File: src/rtl/prefetch_buf_pkg.sv
// Shared types for the instruction prefetch buffer.
//   pf_entry_t : one queue entry {word, word-aligned va, fault}
//   pf_state_e : fetch sequencer states
//   PF_PAGE_BITS : page offset width used for translation reuse
package prefetch_buf_pkg;

    localparam int unsigned PF_PAGE_BITS = 12;

    typedef struct packed {
        logic [31:0] word;
        logic [29:0] va;
        logic        fault;
    } pf_entry_t;

    typedef enum logic [1:0] {
        PF_IDLE,
        PF_XLATE,
        PF_FETCH,
        PF_FAULTED
    } pf_state_e;

endpackage

File: src/rtl/prefetch_buf_fifo.sv
// DEPTH-entry circular queue of fetched words.
//   flush        : empties the queue (priority over push/pop)
//   push/push_e  : append one entry
//   pop          : drop the head entry
//   head/second  : the two oldest entries (valid per count)
//   count        : number of occupied entries
module prefetch_buf_fifo
    import prefetch_buf_pkg::*;
#(
    parameter int unsigned DEPTH = 4
) (
    input  logic                     clk,
    input  logic                     rst,
    input  logic                     flush,
    input  logic                     push,
    input  pf_entry_t                push_e,
    input  logic                     pop,
    output pf_entry_t                head,
    output pf_entry_t                second,
    output logic [$clog2(DEPTH):0]   count
);

    localparam int unsigned AW = $clog2(DEPTH);
    localparam int unsigned CW = AW + 1;

    pf_entry_t         mem_q [DEPTH];
    logic [AW-1:0]     rd_q;
    logic [AW-1:0]     wr_q;
    logic [CW-1:0]     cnt_q;

    // Pointers wrap naturally because DEPTH is a power of two.
    always_ff @(posedge clk or posedge rst) begin
        if (rst) begin
            rd_q  <= '0;
            wr_q  <= '0;
            cnt_q <= '0;
        end else if (flush) begin
            rd_q  <= '0;
            wr_q  <= '0;
            cnt_q <= '0;
        end else begin
            if (push) wr_q <= wr_q + AW'(1);
            if (pop)  rd_q <= rd_q + AW'(1);
            cnt_q <= cnt_q + CW'(push) - CW'(pop);
        end
    end

    // Storage needs no reset; occupancy is tracked by cnt_q.
    always_ff @(posedge clk) begin
        if (push && !flush) mem_q[wr_q] <= push_e;
    end

    assign head   = mem_q[rd_q];
    assign second = mem_q[rd_q + AW'(1)];
    assign count  = cnt_q;

endmodule

File: src/rtl/prefetch_buf.sv
// Instruction prefetch buffer between IF, the ITLB and the I-cache.
// Runs ahead of IF filling a DEPTH-word queue, reuses one translation per
// page, and assembles 16/32-bit (including word-straddling) instructions.
//   IF side    : if_req_i, if_clear_i, if_pc_i -> instr_o, instr_pc_o,
//                valid_o, is_comp_o, page_fault_o, stall_o
//   MMU side   : mmu_req_o, mmu_vaddr_o <- mmu_paddr_i, mmu_hit_i,
//                mmu_page_fault_i
//   I-cache    : icache_req_o, icache_addr_o <- icache_rdata_i, icache_ack_i
module prefetch_buf
    import prefetch_buf_pkg::*;
#(
    parameter int unsigned XLEN      = 32,
    parameter int unsigned DEPTH     = 4,
    parameter int unsigned PAGE_BITS = PF_PAGE_BITS
) (
    input  logic            clk,
    input  logic            rst,
    input  logic            if_req_i,
    input  logic            if_clear_i,
    input  logic [XLEN-1:0] if_pc_i,
    output logic [31:0]     instr_o,
    output logic [XLEN-1:0] instr_pc_o,
    output logic            valid_o,
    output logic            is_comp_o,
    output logic            page_fault_o,
    output logic            stall_o,
    output logic            mmu_req_o,
    output logic [XLEN-1:0] mmu_vaddr_o,
    input  logic [XLEN-1:0] mmu_paddr_i,
    input  logic            mmu_hit_i,
    input  logic            mmu_page_fault_i,
    output logic            icache_req_o,
    output logic [XLEN-1:0] icache_addr_o,
    input  logic [31:0]     icache_rdata_i,
    input  logic            icache_ack_i
);

    localparam int unsigned CW    = $clog2(DEPTH) + 1;
    localparam int unsigned PPN_W = XLEN - PAGE_BITS;

    pf_state_e          state_q;
    logic [XLEN-1:0]    fetch_va_q;
    logic [XLEN-1:0]    pc_q;
    logic [PPN_W-1:0]   ppn_q;
    logic [PPN_W-1:0]   vpn_q;
    logic               ppn_valid_q;
    logic               drop_q;
    logic [XLEN-1:0]    ic_addr_q;

    pf_entry_t          w0;
    pf_entry_t          w1;
    pf_entry_t          push_e;
    logic [CW-1:0]      count;

    logic [15:0]        half_lo;
    logic               comp_c;
    logic               need2_c;
    logic               fault_c;
    logic               avail_c;
    logic [31:0]        instr_c;
    logic               take_c;
    logic               pop_c;
    logic               ack_push_c;
    logic               flt_push_c;
    logic               page_hit_c;
    logic [XLEN-1:0]    va_inc_c;
    logic               unused_bits;

    prefetch_buf_fifo #(.DEPTH(DEPTH)) u_fifo (
        .clk    (clk),
        .rst    (rst),
        .flush  (if_clear_i),
        .push   (ack_push_c | flt_push_c),
        .push_e (push_e),
        .pop    (pop_c),
        .head   (w0),
        .second (w1),
        .count  (count)
    );

    // Instruction assembly from the two oldest queue entries.
    always_comb begin
        half_lo = pc_q[1] ? w0.word[31:16] : w0.word[15:0];
        comp_c  = (half_lo[1:0] != 2'b11);
        // A fault head carries a zero word, so it never asks for a second entry.
        need2_c = pc_q[1] & ~comp_c & ~w0.fault;
        fault_c = w0.fault | (need2_c & w1.fault);
        avail_c = (count != '0) & (~need2_c | (count > CW'(1)));
        instr_c = '0;
        if (avail_c && !fault_c) begin
            if (comp_c)       instr_c = {16'h0000, half_lo};
            else if (pc_q[1]) instr_c = {w1.word[15:0], w0.word[31:16]};
            else              instr_c = w0.word;
        end
    end

    // Consume/pop: the head leaves once pc moves past its word; faults are held.
    assign take_c = avail_c & ~fault_c & if_req_i & ~if_clear_i;
    assign pop_c  = take_c & (~comp_c | pc_q[1]);

    assign ack_push_c = (state_q == PF_FETCH) & icache_ack_i & ~drop_q & ~if_clear_i;
    assign flt_push_c = (state_q == PF_XLATE) & ~if_clear_i & ~mmu_hit_i & mmu_page_fault_i;
    assign push_e     = {(ack_push_c ? icache_rdata_i : 32'h0), fetch_va_q[XLEN-1:2], flt_push_c};

    assign page_hit_c = ppn_valid_q & (fetch_va_q[XLEN-1:PAGE_BITS] == vpn_q);
    assign va_inc_c   = fetch_va_q + XLEN'(4);

    // Fetch sequencer plus pc/fetch address bookkeeping.
    always_ff @(posedge clk or posedge rst) begin
        if (rst) begin
            state_q     <= PF_IDLE;
            fetch_va_q  <= '0;
            pc_q        <= '0;
            ppn_q       <= '0;
            vpn_q       <= '0;
            ppn_valid_q <= 1'b0;
            drop_q      <= 1'b0;
            ic_addr_q   <= '0;
        end else begin
            if (take_c) pc_q <= pc_q + (comp_c ? XLEN'(2) : XLEN'(4));
            if (if_clear_i) begin
                pc_q       <= if_pc_i;
                fetch_va_q <= {if_pc_i[XLEN-1:2], 2'b00};
            end
            case (state_q)
                PF_IDLE: begin
                    // No request is in flight here, so a free slot is enough.
                    if (!if_clear_i && count < CW'(DEPTH)) begin
                        if (page_hit_c) begin
                            state_q   <= PF_FETCH;
                            ic_addr_q <= {ppn_q, fetch_va_q[PAGE_BITS-1:0]};
                        end else begin
                            state_q <= PF_XLATE;
                        end
                    end
                end
                PF_XLATE: begin
                    if (if_clear_i) begin
                        state_q <= PF_IDLE;
                    end else if (mmu_hit_i) begin
                        ppn_q       <= mmu_paddr_i[XLEN-1:PAGE_BITS];
                        vpn_q       <= fetch_va_q[XLEN-1:PAGE_BITS];
                        ppn_valid_q <= 1'b1;
                        ic_addr_q   <= {mmu_paddr_i[XLEN-1:PAGE_BITS], fetch_va_q[PAGE_BITS-1:0]};
                        state_q     <= PF_FETCH;
                    end else if (mmu_page_fault_i) begin
                        state_q <= PF_FAULTED;
                    end
                end
                PF_FETCH: begin
                    // The cache request cannot be withdrawn; a clear only marks it stale.
                    if (icache_ack_i) begin
                        state_q <= PF_IDLE;
                        drop_q  <= 1'b0;
                        if (!drop_q && !if_clear_i) begin
                            fetch_va_q <= va_inc_c;
                            if (va_inc_c[PAGE_BITS-1:0] == '0) ppn_valid_q <= 1'b0;
                        end
                    end else if (if_clear_i) begin
                        drop_q <= 1'b1;
                    end
                end
                PF_FAULTED: begin
                    if (if_clear_i) state_q <= PF_IDLE;
                end
                default: state_q <= PF_IDLE;
            endcase
        end
    end

    assign valid_o       = avail_c;
    assign page_fault_o  = avail_c & fault_c;
    assign is_comp_o     = avail_c & ~fault_c & comp_c;
    assign instr_o       = instr_c;
    assign instr_pc_o    = pc_q;
    assign stall_o       = if_req_i & ~avail_c;
    assign mmu_req_o     = (state_q == PF_XLATE);
    assign mmu_vaddr_o   = mmu_req_o ? fetch_va_q : '0;
    assign icache_req_o  = (state_q == PF_FETCH);
    assign icache_addr_o = icache_req_o ? ic_addr_q : '0;

    assign unused_bits = ^{w0.va, w1.va, w1.word[31:16], mmu_paddr_i[PAGE_BITS-1:0]};

endmodule
File: config.mk
export PLATFORM = sky130hd
export DESIGN_NAME = prefetch_buf
export DESIGN_NICKNAME = d
export VERILOG_FILES = /design/src/rtl/prefetch_buf_pkg.sv /design/src/rtl/prefetch_buf_fifo.sv /design/src/rtl/prefetch_buf.sv
export SDC_FILE = /design/constraint.sdc
export NUM_CORES = 1
export LEC_CHECK = 0
export CORE_UTILIZATION = 25
export CTS_BUF_LIST = sky130_fd_sc_hd__clkbuf_4 sky130_fd_sc_hd__clkbuf_8
export DETAILED_ROUTE_END_ITERATION = 7
export DONT_BUFFER_PORTS = 1
export PLACE_DENSITY = 0.42
export REMOVE_ABC_BUFFERS = 1
export SKIP_LAST_GASP = 1
export SLEW_MARGIN = 10
export SYNTH_ARGS = -nofsm -noshare
export SYNTH_HDL_FRONTEND = slang
export SYNTH_SLANG_ARGS = --single-unit
export TNS_END_PERCENT = 1
File: constraint.sdc
create_clock -name clk -period 5.4 [get_ports clk]
set_input_delay 0.54 -clock clk [delete_from_list [all_inputs] [get_ports clk]]
set_output_delay 0.54 -clock clk [all_outputs]
set_load 0.05 [all_outputs]
==> results.sh <==
# physical design summary
export IMPL_logic_gate_count=810
export IMPL_synth_cellmix_simpleShare_pct=18.1
export IMPL_status="completed"
export IMPL_final_period_minus_worst_setup_slack_ns=4.98
export IMPL_seqCellArea_um2=7650
export IMPL_floorplan_die_area_um2=56900
export IMPL_sequential_cell_total=279
export IMPL_post_layout_nonfiller_instances=2044
export IMPL_grt_setup_unrepaired="false"
export IMPL_final_clkbuf_count=80
export IMPL_mappedNetlistArea_um2=14000
export IMPL_nets=1369
export IMPL_via_count_of_the_first_global_routing_pass=9907
export IMPL_grt_max_degree=111
export IMPL_post_drt_wl_per_cell_um=20.7
export IMPL_dominant_delay_contributor_by_cell_family_on_the_critical_path="buffers and inverters"
export IMPL_rrSetupSlack_ns=1.07
export IMPL_max_capacitance_violation_count=0
export IMPL_worstSetupStartpointType="register"
export IMPL_timing_critical_path_required_ns=4.86
export IMPL_yosys_area_share_adder_pct=1.45
export IMPL_flip_flop_and_latch_count_after_synthesis=279
export IMPL_crit_path_frequent_cell="buf_4"
export IMPL_cts_h_tree_lvls=2
export IMPL_seq_area_share_pct=46.4
export IMPL_most_frequent_standard_cell_in_the_layout_excluding_fill_and_tap_cells="nand2_1"
export IMPL_max_slew_worst_pin_slew_ns=1.06
export IMPL_cts_buffers_inserted=54
export IMPL_fin_worst_skew_ns=0.0299
export IMPL_regMostFlops="u_fifo.mem_q"
export IMPL_num_vias=9594
export IMPL_cellPowerDensity_nw_per_um2=403
export IMPL_global_route_usage_total_pct=14.7
export IMPL_ys_area_um2=14000
export IMPL_via_per_instance_ratio=4.69
export IMPL_critPathBufInv=4
export IMPL_power_total_mw=6.65
export IMPL_ys_cells=1199
export IMPL_post_synth_inst_count=1199
export IMPL_ys_top_cells_by_count="165 x nand2_1, 147 x dfrtp_1, 132 x edfxtp_1"
export IMPL_drt_antenna_violating_nets=0
export IMPL_netlist_top_cell_by_area="edfxtp_1"
export IMPL_io_buffer_count=0
export IMPL_terminus_of_the_critical_flop_to_flop_path="u_fifo.count[2]"
export IMPL_synth_compound_area_share_pct=6.79
export IMPL_worstPathMaxFanout=28
export IMPL_gr_total_overflow=0
export IMPL_most_numerous_logic_cells_after_layout="165 x nand2_1, 144 x dfrtp_1, 132 x edfxtp_1"
export IMPL_mux_share_of_area_pct=12.3
export IMPL_synth_lib_cells_used_distinct=60
export IMPL_asyncSetResetFlopFracSynth_pct=52.7
export IMPL_clock_path_buffers=3
export IMPL_yosys_warnings=0
export IMPL_enable_flop_cells=132
export IMPL_tritoncts="yes"
export IMPL_drtIter0Drc=474
export IMPL_worstRegToRegCells=17
export IMPL_nonClkBufAreaFrac_pct=4.06
export IMPL_setup_tns_final_ns=0
export IMPL_dp_cells=1925
export IMPL_synth_xor_area_share_pct=3.57
export IMPL_slowest_delay_ns=0.74
export IMPL_timing_max_transition_violations_final=0
export IMPL_largest_cell_class="flip-flops and latches"
export IMPL_finalHoldViolCount=0
export IMPL_ios=237
export IMPL_setup_worst_path_end_class="primary output"
export IMPL_antenna_cells_inserted=1
export IMPL_flip_flop_count_of_the_largest_register_all_copies_and_words_added=132
export IMPL_routabilityCongestion=0.749
export IMPL_grt_first_pass_wirelength_um=63000
export IMPL_proportion_of_synthesized_chip_area_in_sequential_cells_pct=54.7
export IMPL_worstSetupPathDepth=13
export IMPL_die_height_um=238
export IMPL_dp_worst_setup_slack_ns=0.947
export IMPL_timing_max_slew_rel_slack_pct=29.6
export IMPL_crit_path_cell_trace="mux4_2 > nand3_1 > o31ai_1 > buf_4 > ha_1 > or2_1 > a222oi_1 > buf_4 > nand2_1 > buf_4 > nor2b_1 > and4_1 > buf_12"
export IMPL_reg2reg_from="u_fifo.rd_q[0]"
export IMPL_clk_latency_ns=0.63
export IMPL_post_route_drc_count=0
export IMPL_period_used_pct=92.3
export IMPL_max_clock_freq_mhz=201
export IMPL_hpwlAfterDp_um=28000
export IMPL_cts_setup_buffers=0
export IMPL_yosys_dominant_comb_family="simple AND/OR/NAND/NOR gates"
export IMPL_setup_worst_path_start="u_fifo.rd_q[0]"
export IMPL_detailed_place_area_um2=15200
export IMPL_synthesis_area_per_instance_um2=11.7
export IMPL_clkCellAreaFrac_pct=7.09
export IMPL_number_of_antenna_violations_at_the_first_check_in_global_routing=5
export IMPL_num_clock_sinks=279
export IMPL_crit_path_end="instr_o[17]"
export IMPL_dr_pass1_iterations=5
export IMPL_hold_class="in -> async"
export IMPL_cts_reportedPaths_clkPinSlew_ns=0.06
export IMPL_wirelength_um=42200
export IMPL_openroad_warnings=46
export IMPL_die_width_um=238
export IMPL_layout_drive_gt1_share_pct=21.2
export IMPL_synthFlopType="dfrtp_1"
export IMPL_hold_worst_slack_ns=0.0514
export IMPL_clock_root_buffer="clkbuf_8"
export IMPL_finalSetupViolCount=0
export IMPL_finalInstanceArea_um2=16500
## per-layer routing
layer	vias to the layer above	global-route usage (%)	share of wire, %
li1	4464	-	-
met1	4816	18.2	43
met2	235	24.6	48
met3	71	4.51	6.9
met4	8	4.04	1.8
met5	-	0	0.12
## what timing repair did
| item | in CTS | in global routing |
|---|---|---|
| hold buffers | 18 | 0 |
| endpoints found under the hold margin | 28 | 0 |
| gates resized | 0 | 1 |
| endpoints found under the setup margin | 0 | 2 |
## power breakdown
group	internal, mW	total (mW)	switching, mW
logic	0.509	1.46	0.954
registers	2.56	2.91	0.351
clock network	1.33	2.28	0.953
total	4.39	6.65	2.26
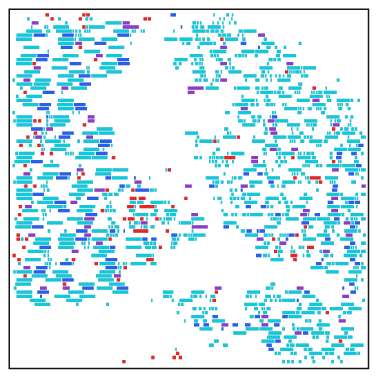
(images/sizes.png)
Drawn at 1.5 px/µm.
[cyan] _0 and _1 cells | cells: 1,020 | share: 79% | most used: nand2_1
[purple] _6 and larger | cells: 70 | share: 5.4% | most used: clkbuf_8
[red] _3 and _4 cells | cells: 88 | share: 6.8% | most used: buf_4
[blue] _2 cells | cells: 117 | share: 9.0% | most used: mux2_2
area delta synth->final: 18.1%
total of plain and repair buffers excluding clock buffers: 80
minimum setup slack in the final design: 0.416 ns

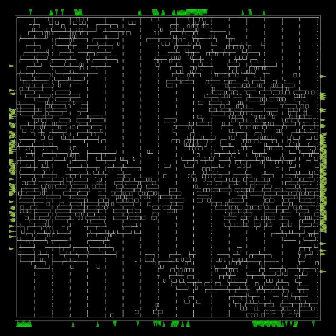
(images/placement.png)
Rows: 86
Core Util, Final: 29.9%
tap cell count: 748
filler instances: 5,674

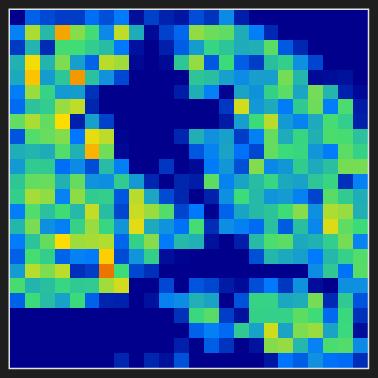
(images/cell_density.png)
Drawn at 1.5 px/µm. 24 x 24 tiles, from dark blue (low) to red (high), 0 to 100% covered.
mean over tiles: 27%
nearly empty tiles: 24%
fullest tile: 87%
tiles over 75% full: 1.0%
emptiest ninth of the die: bottom centre
fraction of the core area occupied by cells at floorplan: 25.3%
floorplan core area: 55,200 µm²

No activity file was given, so power comes from the tool's default toggle rates.
